**Track usage over the die**

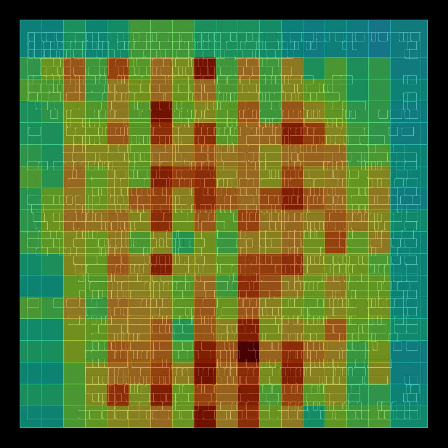
**Metal layers overlaid**

Scale bar: 50 um.
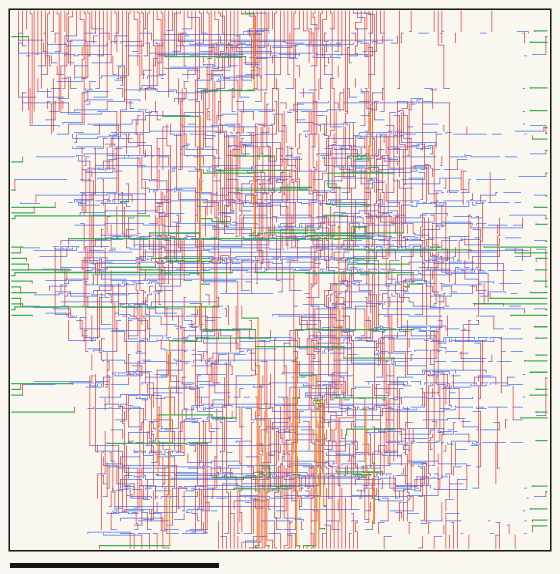
**Gate families picked out**

Scale bar: 50 um.
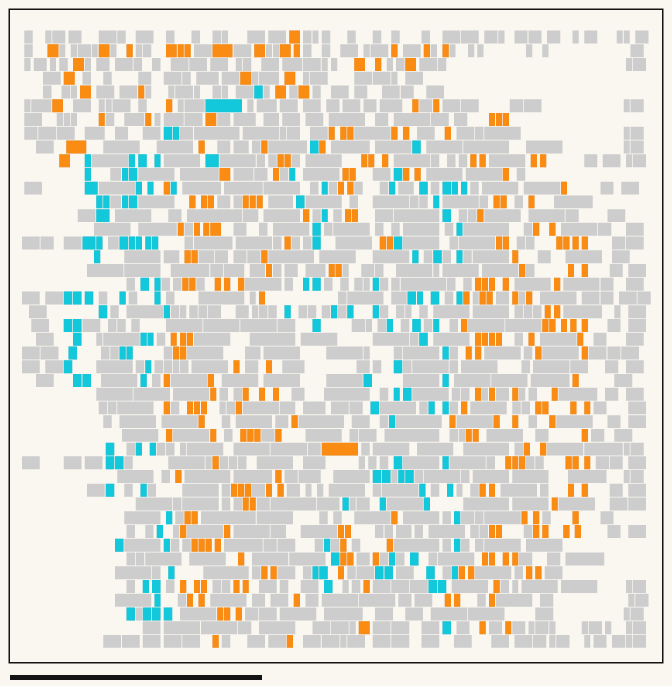
[src/rtl/trace_pipe_tracker_pkg.sv]
`default_nettype none
// ============================================================================
// Module   : trace_pkg
// Brief    : Shared types and constants for the trace pipeline tracker:
//            the per-stage trace entry, the NOP word used for bubbles,
//            the bubble entry itself and the default pipeline depth.
// Revision : 1.0 - initial release
// ============================================================================
package trace_pkg;

    // Stage registers from EX to WB inclusive.
    localparam int TRACE_DEPTH_DEFAULT = 3;

    // addi x0, x0, 0 - the canonical RISC-V NOP shown for empty slots.
    localparam logic [31:0] TRACE_NOP = 32'h00000013;

    typedef struct packed {
        logic               valid;
        logic [31:0]        instruction;
        logic [4:0]         rd;
        logic [4:0]         rs1;
        logic [4:0]         rs2;
        logic signed [11:0] imm;
    } trace_entry_t;

    localparam trace_entry_t TRACE_BUBBLE = '{
        valid:       1'b0,
        instruction: TRACE_NOP,
        rd:          5'd0,
        rs1:         5'd0,
        rs2:         5'd0,
        imm:         12'sd0
    };

    // Builds the entry entering EX: the decode fields when accepted,
    // otherwise a bubble so no stale field leaks into the trace.
    function automatic trace_entry_t trace_capture(
        input logic               accept,
        input logic [31:0]        instruction,
        input logic [4:0]         rd,
        input logic [4:0]         rs1,
        input logic [4:0]         rs2,
        input logic signed [11:0] imm
    );
        trace_entry_t e;
        e = TRACE_BUBBLE;
        if (accept) begin
            e.valid       = 1'b1;
            e.instruction = instruction;
            e.rd          = rd;
            e.rs1         = rs1;
            e.rs2         = rs2;
            e.imm         = imm;
        end
        return e;
    endfunction

endpackage
`default_nettype wire

[src/rtl/trace_pipe_tracker_stage_reg.sv]
`default_nettype none
// ============================================================================
// Module   : trace_stage_reg
// Brief    : One trace pipeline slot. Resets to the bubble entry, loads the
//            upstream entry when enabled and holds it otherwise.
// Revision : 1.0 - initial release
// ============================================================================
module trace_stage_reg
    import trace_pkg::*;
(
    input  logic         clk,
    input  logic         rst,
    input  logic         load,
    input  trace_entry_t d,
    output trace_entry_t q
);

    trace_entry_t r_entry;

    // Slot register: reset to bubble, advance on load, hold while frozen.
    always_ff @(posedge clk) begin
        if (rst) begin
            r_entry <= TRACE_BUBBLE;
        end else if (load) begin
            r_entry <= d;
        end
    end

    assign q = r_entry;

endmodule
`default_nettype wire

[src/rtl/trace_pipe_tracker.sv]
`default_nettype none
// ============================================================================
// Module   : trace_pipe_tracker
// Brief    : Carries decode-stage trace fields down the EX..WB pipeline in
//            lock-step with stalls, flushes and freezes, and emits one
//            retire strobe per instruction at write-back together with the
//            write-back value, a retire count and a sticky error flag.
//            Build option TRACE_RETIRE_CNT_EN: when defined the retire
//            counter is built; otherwise trace_retired is tied to zero.
// Revision : 1.0 - initial release
// ============================================================================
module trace_pipe_tracker
    import trace_pkg::*;
#(
    parameter int DEPTH = TRACE_DEPTH_DEFAULT
) (
    input  logic               clk,
    input  logic               rst,
    input  logic               id_valid,
    input  logic [31:0]        id_instruction,
    input  logic [4:0]         id_rd,
    input  logic [4:0]         id_rs1,
    input  logic [4:0]         id_rs2,
    input  logic signed [11:0] id_imm,
    input  logic               stall,
    input  logic               flush,
    input  logic               freeze,
    input  logic               wb_reg_write,
    input  logic signed [31:0] wb_rd_value,
    output logic               trace_valid,
    output logic [31:0]        trace_instruction,
    output logic [4:0]         trace_rd,
    output logic [4:0]         trace_rs1,
    output logic [4:0]         trace_rs2,
    output logic signed [11:0] trace_imm,
    output logic signed [31:0] trace_rd_value,
    output logic [31:0]        trace_retired,
    output logic               trace_error
);

    trace_entry_t               w_id_entry;
    trace_entry_t [DEPTH-1:0]   w_stage_d;
    trace_entry_t [DEPTH-1:0]   w_stage_q;
    trace_entry_t               w_wb;
    logic                       w_advance;
    logic                       r_error;

    // Freeze holds every slot; stall/flush only turn the EX input into a bubble.
    assign w_advance  = ~freeze;
    assign w_id_entry = trace_capture(id_valid & ~stall & ~flush, id_instruction,
                                      id_rd, id_rs1, id_rs2, id_imm);

    generate
        for (genvar k = 0; k < DEPTH; k++) begin : g_stage
            if (k == 0) begin : g_head
                assign w_stage_d[k] = w_id_entry;
            end else begin : g_chain
                assign w_stage_d[k] = w_stage_q[k-1];
            end

            trace_stage_reg u_stage (
                .clk  (clk),
                .rst  (rst),
                .load (w_advance),
                .d    (w_stage_d[k]),
                .q    (w_stage_q[k])
            );
        end
    endgenerate

    assign w_wb = w_stage_q[DEPTH-1];

    // A frozen WB entry is reported once, in the cycle the freeze drops.
    assign trace_valid       = w_wb.valid & ~freeze;
    assign trace_instruction = w_wb.instruction;
    assign trace_rd          = w_wb.rd;
    assign trace_rs1         = w_wb.rs1;
    assign trace_rs2         = w_wb.rs2;
    assign trace_imm         = w_wb.imm;

    // x0 never holds a value, so writes to it report zero.
    assign trace_rd_value = (trace_valid && wb_reg_write && (w_wb.rd != 5'd0))
                            ? wb_rd_value : 32'sd0;

    // Sticky flag: a register write arrived with no instruction at WB.
    always_ff @(posedge clk) begin
        if (rst) begin
            r_error <= 1'b0;
        end else if (wb_reg_write && !w_wb.valid && !freeze) begin
            r_error <= 1'b1;
        end
    end

    assign trace_error = r_error;

`ifdef TRACE_RETIRE_CNT_EN
    logic [31:0] r_retired;

    // Retire counter, wraps naturally at 2^32.
    always_ff @(posedge clk) begin
        if (rst) begin
            r_retired <= 32'd0;
        end else if (trace_valid) begin
            r_retired <= r_retired + 32'd1;
        end
    end

    assign trace_retired = r_retired;
`else
    assign trace_retired = 32'd0;
`endif

endmodule
`default_nettype wire

[config.mk]
export PLATFORM = sky130hd
export DESIGN_NAME = trace_pipe_tracker
export DESIGN_NICKNAME = d
export VERILOG_FILES = /design/src/rtl/trace_pipe_tracker_pkg.sv /design/src/rtl/trace_pipe_tracker_stage_reg.sv /design/src/rtl/trace_pipe_tracker.sv
export SDC_FILE = /design/constraint.sdc
export NUM_CORES = 1
export LEC_CHECK = 0
export ABC_AREA = 1
export CAP_MARGIN = 10
export CORE_MARGIN = 2
export CORE_UTILIZATION = 47
export DETAILED_ROUTE_END_ITERATION = 10
export GPL_TIMING_DRIVEN = 0
export PLACE_DENSITY = 0.84
export SYNTH_ARGS = -nofsm -noshare
export SYNTH_HDL_FRONTEND = slang
export SYNTH_SLANG_ARGS = --single-unit
[constraint.sdc]
create_clock -name clk -period 2 [get_ports clk]
set_input_delay 0.6 -clock clk [delete_from_list [all_inputs] [get_ports clk]]
set_output_delay 0.6 -clock clk [all_outputs]
set_load 0.005 [all_outputs]
==> flow_summary.yaml <==
# generated from flow reports
routing:
  drtIter0Drc: 484
  avgRoutedWirePerCell_um: 13.2
  drc: 0
  wl_met1_um: 7720
finish:
  lay_top_count: "nor2_1"
  largest_reg_flops: 180
  design_area_um2: 10300
critical_path:
  reg2reg_from: "g_stage[0].u_stage.q[4]"
  endpoint_kind: "primary output"
  path_depth: 6
  worst-path-buf-inv: 2
  r2r_cells: 2
  critPathArrivalTime_ps: 1510
  path_cells: "nor2_2 > nand3b_1 > nand2_8 > buf_6 > nor2_1 > buf_2"
  timing.reg2reg.setup_slack_ps: 1190
status:
  status: "finished with violations"
  violations: "negative setup slack"
timing:
  finalSetupViolations: 31
  fin_ws_ps: -110
  finalCriticalPeriod_ps: 2110
  rsz0062_at_grt: "true"
  skew_ps: 7.27
synth:
  synth-edff-count: 0
  yosysTopAreaCell: "dfxtp_1"
  post_synth_num_cell_types: 19
  synth.most_common_cell: "nor2_1"
  synth_area_per_cell_um2: 7.65
  numSynthFlops: 181
cts:
  clk_pin_slew_ps: 70
  cts-htree-levels: 4
  numCtsBuffers: 17
global_routing:
  grt_pass1_vias: 6080
  gr-usage-all-layers_pct: 21.9
hold_path:
  worstHoldStart: "g_stage[0].u_stage.q[28]"
  min_to: "g_stage[1].u_stage.q[28]"
pwr:
  powerDensity_nw_per_um2: 811
  peakVddDrop_v: 0.000621
job:
  maxCapViolations: 0
floorplan:
  chipArea_um2: 16700
placed_design:
  place_inst: 1392
About 'track usage over the die':
GR Layer Usage met3: 4.67%
GRT busiest layer: met2
Final Util: 67.4%
met1 Use GR: 26.5%
met2 Usage GRT: 37.4%

About 'metal layers overlaid':
- met1: blue (wire length 7720 um)
- met4: orange (wire length 469 um)
- met2: red (wire length 9550 um)
- met3: green (wire length 1100 um)

About 'gate families picked out':
- NAND gates: cyan (cells 144)
- NOR gates: orange (cells 263)

[final cells by class]
cell class / count / area share, %
sequential: 181 / 35.5
multi-input combinational: 616 / 26.6
timing repair buffer: 196 / 17.6
buffer: 158 / 10.3
clock buffer: 19 / 4.31
tap: 211 / 2.57
clock inverter: 13 / 1.64
inverter: 37 / 1.42
antenna: 1 / 0.0243
[kinds of logic after synthesis]
logic type	after synthesis	synth area share, %
flops	181	49.3
compound gates	173	11.8
buf+inv	196	16.3
simple gates	411	22.6
other cells	1	0.0510
[report_power, final]
group | switching (mW) | internal [mW] | leakage (nW) | total (mW)
sequential | 0.0749 | 3.76 | 1.49 | 3.84
clock | 1.43 | 2.02 | 0.299 | 3.45
combinational | 0.476 | 0.573 | 2.87 | 1.05
total | 1.98 | 6.35 | 4.65 | 8.33
Power figures rest on the tool's default switching activity, not on a simulated workload.
